Fig. 1: placed standard cells
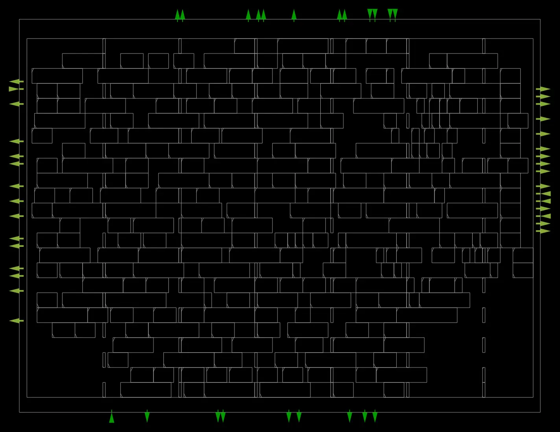
Fig. 2: cells by drive strength
The bar under the picture is 20 microns long.
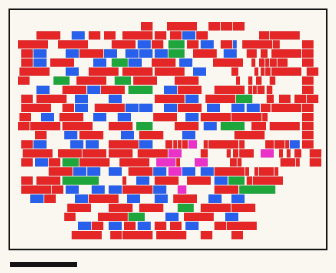
Fig. 3: M3 wires
The bar under the picture is 20 microns long.
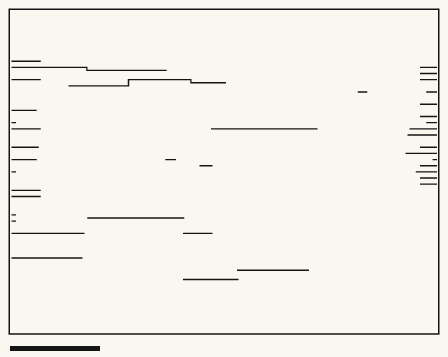
Fig. 4: wiring by layer
The bar under the picture is 20 microns long.
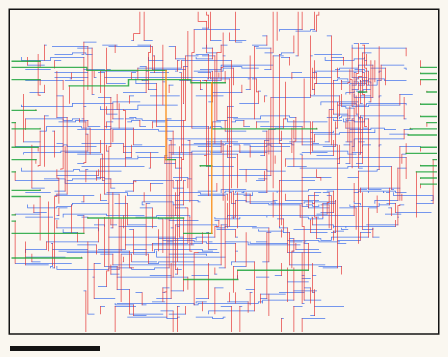
Fig. 5: I/O pins on the die edge
The bar under the picture is 20 microns long. Pins as bars across the die edge, other pins in grey.
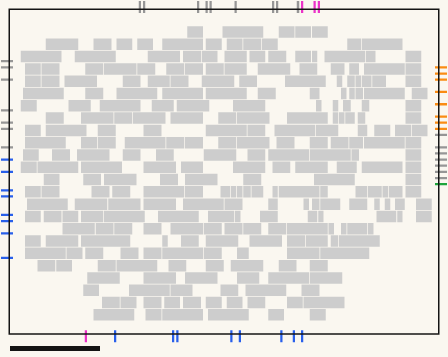
===== src/rtl/surfboard_loader_if.sv =====
// Handshake bundle for surfboard_loader: element stream in, packed A/B operand frame out.
// The slave modport is the loader's view; the master modport is the surrounding environment.
interface surfboard_loader_if #(
  parameter int W = 4
);
  logic         in_valid;
  logic         in_ready;
  logic [W-1:0] in_data;
  logic         in_last;
  logic         out_valid;
  logic         out_ready;
  logic [W-1:0] A [0:3];
  logic [W-1:0] B [0:3];

  modport slave (
    input  in_valid, in_data, in_last, out_ready,
    output in_ready, out_valid, A, B
  );

  modport master (
    output in_valid, in_data, in_last, out_ready,
    input  in_ready, out_valid, A, B
  );
endinterface


===== src/rtl/surfboard_loader.sv =====
// surfboard_loader: packs 8-element frames into operands A/B and presents them under valid/ready.
// Define SURFBOARD_LOADER_PINGPONG_EN for a second bank so the next frame loads during presentation.
module surfboard_loader #(
  parameter int W         = 4,
  parameter int ERR_CNT_W = 8
) (
  input  logic                 clk,
  input  logic                 rst,
  surfboard_loader_if.slave    bus,
  output logic                 err,
  output logic [ERR_CNT_W-1:0] err_count
);

`ifdef SURFBOARD_LOADER_PINGPONG_EN
  localparam int NB = 2;
`else
  localparam int NB = 1;
`endif

  typedef enum logic {EMPTY, FULL} bank_state_t;

  bank_state_t  bank_st      [NB];
  bank_state_t  bank_st_next [NB];
  logic [W-1:0] bank_mem     [NB][8];
  logic [W-1:0] frame        [8];
  logic [W-1:0] out_frame    [8];
  logic [2:0]   idx;
  logic         wr_ptr;
  logic         rd_ptr;
  logic         rd_ptr_next;
  logic         accept;
  logic         at_end;
  logic         complete;
  logic         drop;
  logic         xfer;

  assign bus.in_ready  = (bank_st[wr_ptr] == EMPTY);
  assign bus.out_valid = (bank_st[rd_ptr] == FULL);
  assign accept        = bus.in_valid && bus.in_ready;
  assign at_end        = (idx == 3'd7);
  assign complete      = accept && bus.in_last && at_end;
  assign drop          = accept && (bus.in_last != at_end);
  assign xfer          = bus.out_valid && bus.out_ready;

`ifdef SURFBOARD_LOADER_PINGPONG_EN
  always_ff @(posedge clk or posedge rst) begin
    if (rst) begin
      wr_ptr <= 1'b0;
      rd_ptr <= 1'b0;
    end else begin
      wr_ptr <= wr_ptr ^ complete;
      rd_ptr <= rd_ptr_next;
    end
  end

  assign rd_ptr_next = rd_ptr ^ xfer;
`else
  assign wr_ptr      = 1'b0;
  assign rd_ptr      = 1'b0;
  assign rd_ptr_next = 1'b0;
`endif

  always_ff @(posedge clk or posedge rst) begin
    if (rst) begin
      for (int b = 0; b < NB; b++) bank_st[b] <= EMPTY;
    end else begin
      for (int b = 0; b < NB; b++) bank_st[b] <= bank_st_next[b];
    end
  end

  // Completion and transfer never target the same bank: the write bank is EMPTY, the read bank FULL.
  always_comb begin
    for (int b = 0; b < NB; b++) bank_st_next[b] = bank_st[b];
    if (complete) bank_st_next[wr_ptr] = FULL;
    if (xfer)     bank_st_next[rd_ptr] = EMPTY;
  end

  always_ff @(posedge clk) begin
    if (accept) bank_mem[wr_ptr][idx] <= bus.in_data;
  end

  // Contents the read bank will hold after this edge, bypassing the element landing right now.
  always_comb begin
    for (int i = 0; i < 8; i++) frame[i] = bank_mem[rd_ptr_next][i];
    if (complete && (wr_ptr == rd_ptr_next)) frame[7] = bus.in_data;
  end

  // A separate output copy keeps A/B frozen once a bank is freed and refilled.
  always_ff @(posedge clk or posedge rst) begin
    if (rst) begin
      for (int i = 0; i < 8; i++) out_frame[i] <= '0;
    end else if (bank_st_next[rd_ptr_next] == FULL) begin
      for (int i = 0; i < 8; i++) out_frame[i] <= frame[i];
    end
  end

  always_comb begin
    for (int i = 0; i < 4; i++) begin
      bus.A[i] = out_frame[i];
      bus.B[i] = out_frame[i+4];
    end
  end

  always_ff @(posedge clk or posedge rst) begin
    if (rst) begin
      idx       <= 3'd0;
      err       <= 1'b0;
      err_count <= '0;
    end else begin
      err <= drop;
      if (accept) idx <= (bus.in_last || at_end) ? 3'd0 : idx + 3'd1;
      if (drop && (err_count != '1)) err_count <= err_count + ERR_CNT_W'(1);
    end
  end

endmodule

===== src/flat_wrapper.sv =====
// flat-port wrapper written by rule: the top's interface ports become plain ports
module surfboard_loader_flat 
#(
  parameter int W         = 4,
  parameter int ERR_CNT_W = 8
)
  (clk, rst, err, err_count, bus_in_valid, bus_in_data, bus_in_last, bus_out_ready, bus_in_ready, bus_out_valid, bus_A, bus_B);
  surfboard_loader_if #(.W(W)) bus_i ();
  input  logic clk;
  input  logic rst;
  output logic err;
  output logic [ERR_CNT_W-1:0] err_count;
  input wire logic [$bits(bus_i.in_valid)-1:0] bus_in_valid;
  input wire logic [$bits(bus_i.in_data)-1:0] bus_in_data;
  input wire logic [$bits(bus_i.in_last)-1:0] bus_in_last;
  input wire logic [$bits(bus_i.out_ready)-1:0] bus_out_ready;
  output wire logic [$bits(bus_i.in_ready)-1:0] bus_in_ready;
  output wire logic [$bits(bus_i.out_valid)-1:0] bus_out_valid;
  output wire logic [$bits(bus_i.A)-1:0] bus_A;
  output wire logic [$bits(bus_i.B)-1:0] bus_B;
  assign bus_i.in_valid = bus_in_valid;
  assign bus_i.in_data = bus_in_data;
  assign bus_i.in_last = bus_in_last;
  assign bus_i.out_ready = bus_out_ready;
  assign bus_in_ready = bus_i.in_ready;
  assign bus_out_valid = bus_i.out_valid;
  assign bus_A = {>>{bus_i.A}};
  assign bus_B = {>>{bus_i.B}};
  surfboard_loader #(.W(W), .ERR_CNT_W(ERR_CNT_W)) u_core (.clk(clk), .rst(rst), .bus(bus_i), .err(err), .err_count(err_count));
endmodule

===== config.mk =====
export PLATFORM = sky130hd
export DESIGN_NAME = surfboard_loader_flat
export DESIGN_NICKNAME = d
export VERILOG_FILES = /design/src/rtl/surfboard_loader_if.sv /design/src/rtl/surfboard_loader.sv /design/src/flat_wrapper.sv
export SDC_FILE = /design/constraint.sdc
export NUM_CORES = 1
export LEC_CHECK = 0
export CAP_MARGIN = 30
export CORE_ASPECT_RATIO = 0.75
export CORE_UTILIZATION = 45
export CTS_CLUSTER_DIAMETER = 80
export DETAILED_ROUTE_END_ITERATION = 10
export PLACE_DENSITY = 0.73
export SETUP_SLACK_MARGIN = 0.1
export SKIP_CTS_REPAIR_TIMING = 1
export SYNTH_ARGS = -nofsm -noshare
export SYNTH_HDL_FRONTEND = slang
export SYNTH_SLANG_ARGS = --single-unit

===== constraint.sdc =====
create_clock -name clk -period 2.8 [get_ports clk]
set_clock_uncertainty 0.15 [all_clocks]
set_input_delay 0.42 -clock clk [delete_from_list [all_inputs] [get_ports clk]]
set_output_delay 0.42 -clock clk [all_outputs]
set_load 0.03 [all_outputs]

==> flow_metrics.py <==
# Physical implementation metrics
metrics = {
    "placement": {
        "dp_hpwl_microns": 3470,
        "placed_cells": 333,
        "dpl-instance-area_sq_um": 3540,
        "globalplace.congestion": 0.735,
        "dp_slack_ps": 226,
    },
    "final_timing": {
        "rsz0062_at_grt": "false",
        "drv_slew": 0,
        "period_needed_ps": 2330,
        "setup_violations": 0,
        "tightestPinTransition_ps": 546,
        "whs_ps": 274,
        "hold_viol_final": 0,
        "fmax_mhz": 429,
        "maxSlewHeadroom_pct": 63.5,
        "tns_ps": 0,
        "finalClockPeriodUsage_pct": 83.2,
        "final.setup.worst_slack_ps": 470,
    },
    "synth": {
        "synth_nets": 218,
        "ys_cells": 205,
        "common_cells": "mux2_2, dfrtp_1, dfxtp_1, nand2_1, nor2_1",
        "top_cell": "mux2_2",
        "synth_top_area_share_pct": 38.8,
        "yosysChipArea_sq_um": 2900,
        "synth-edff-count": 0,
        "ys_seq_share_pct": 60.9,
        "avgSynthCellArea_sq_um": 14.1,
        "ys.flop_type": "dfrtp_1",
        "ys_types": 24,
        "yosysWarnings": 0,
        "async_flop_share_pct": 58.4,
        "synth.cell_area_sq_um": 2900,
        "yosys.area.top_type": "dfrtp_1",
        "top_cells_by_area": "dfrtp_1, mux2_2, dfxtp_1",
        "ys_ff": 77,
        "postSynthCellCount": 205,
    },
    "setup_path": {
        "crit_path_top_delay_cell": "dfrtp_1",
        "cp_cell_sequence": "ha_1 > ha_1 > inv_1 > ha_1 > and3b_1 > nand4_1 > nor2_1 > mux2_2",
        "cpMostUsedCell": "ha_1",
        "cp_slowest_stage_delay_ps": 510,
        "crit_fanout": 8,
        "cp.depth": 8,
        "cp-start-kind": "flop",
        "cpLargestDelayFamily": "adder cells",
        "critPathLaunch": "u_core.idx[0]",
        "worstPathArrival_ps": 2420,
        "worstReg2RegEnd": "u_core.err_count[7]",
        "cp-endpoint": "u_core.err_count[7]",
        "r2r-start": "u_core.idx[0]",
        "critical_path.endpoint_type": "flop",
        "cp_num_buf_inv": 1,
        "critical_path_class": "reg -> reg",
        "r2r_cells": 8,
        "crit_required_ps": 2890,
        "r2r_slack_ps": 470,
    },
    "route": {
        "highest_layer": "met4",
        "wl_met3_microns": 296,
        "wl_met2_microns": 2440,
        "via_per_inst": 5.04,
        "drtIter0Drc": 67,
        "firstDrtPassIters": 4,
        "drcViolationCount": 0,
        "wl_met1_microns": 2580,
        "ant_nets": 0,
    },
    "clock_network": {
        "clockBufferDepth": 2,
        "numCtsBuffers": 9,
        "cts_tree": "yes",
        "cts_root_buffer": "clkbuf_8",
        "cts.clk_slew.worst_paths_ps": 80,
        "insertion_delay_ps": 350,
        "cts_sinks": 77,
        "ctsHtreeMaxLevel": 3,
    },
    "power_and_ir_drop": {
        "seq_cell_power_w": 0.00149,
        "power.density_nw_per_um2": 837,
        "power.combinational.fraction_pct": 23.2,
        "ir_drop_mv": 0.468,
        "p_seq_share_pct": 47.1,
        "p_int_w": 0.00227,
        "power.leakage_nw": 1.65,
        "switching_share_pct": 27.9,
        "power_frac_clock_pct": 29.7,
        "power_switching_w": 0.000878,
        "clk-power_w": 0.000935,
        "finalPower_w": 0.00315,
        "power.group.top": "registers",
        "pg_comb_w": 0.000731,
    },
    "layout": {
        "layout_top_cells": "mux2_2, clkdlybuf4s50_1, dfrtp_1, dfxtp_1",
        "antenna_cells": 0,
        "drive_gt1_share_pct": 33.6,
        "final_util_pct": 62.7,
        "final_area_sq_um": 3770,
        "largest_reg_flops": 32,
        "final_nets": 279,
        "final_common_cell": "mux2_2",
        "syn2layout_area_growth_pct": 29.9,
        "regMostFlops": "u_core.bank_mem",
    },
    "floorplanning": {
        "ioPinCount": 52,
        "core_area_sq_um": 6010,
        "fp_util_pct": 48.3,
        "dieArea_sq_um": 6770,
    },
    "global_route": {
        "use_met2_pct": 26.8,
        "grt_max_degree": 34,
        "grt_pass1_wl_microns": 9020,
        "grt_pass1_vias": 1780,
        "met1_usage_pct": 25.1,
        "antenna_found_initial": 0,
        "busiest_layer": "met2",
        "globalRoute.totalOverflow": 0,
    },
    "run": {
        "tool_warnings": 26,
        "cap_violations": 0,
    },
    "min_path": {
        "worstHoldPathType": "in -> async",
    },
    "outcome": {
        "outcome": "complete, no violations",
    },
}
Back to the opening pictures, Fig. 1:
post-route non-filler standard cell count: 349
row count: 24
num sequential: 77
sequential share of cell area: 46.9%

Back to the opening pictures, Fig. 2:
colour	size	cells	most used
green	_6 and larger	15	clkbuf_8
red	_0 and _1 cells	180	clkdlybuf4s50_1
blue	_2 cells	69	mux2_2
magenta	_3 and _4 cells	7	nor2_4

Back to the opening pictures, Fig. 3:
main direction	horizontal
nets with wire on the layer	33
routing usage on met3: 7.43%
Detailed Route WL: 5370 microns
via count: 1760

Back to the opening pictures, Fig. 4:
colour	layer	wire length
red	metal 2	2440 microns
green	metal 3	296 microns
orange	metal 4	53.0 microns
blue	metal 1	2580 microns
Total Routing Usage GR: 18.3%
wire per inst: 15.4 microns

Back to the opening pictures, Fig. 5:
colour	port	pins	direction	edge
orange	err_count	8	output	east
magenta	bus_in_data	4	input	3 north, 1 south
blue	bus_A	16	output	8 south, 8 west
green	bus_out_valid	1	output	east
die height: 71.5 microns
Port Buffers: 51
die width: 94.7 microns

-- cell families after synthesis --
group                    after synthesis  share of synthesized area (%)
AND-OR/OR-AND                          7                           1.21
XOR/XNOR                               4                           1.21
adder cells (fa/ha/maj)                4                           1.73
buffers and inverters                  8                           1.16
flip-flops                            77                           60.9
multiplexers                          67                           26.0
AND/OR/NAND/NOR                       38                           7.73
-- cell type report --
| type | count | area (sq um) |
|---|---|---|
| clock buffers | 13 | 159 |
| multi-input cells | 120 | 1100 |
| well taps | 78 | 97.6 |
| repair buffers | 54 | 558 |
| clock inverters | 3 | 67.6 |
| fillers | 473 | 2240 |
| inverters | 4 | 15.0 |
| flip-flops and latches | 77 | 1770 |
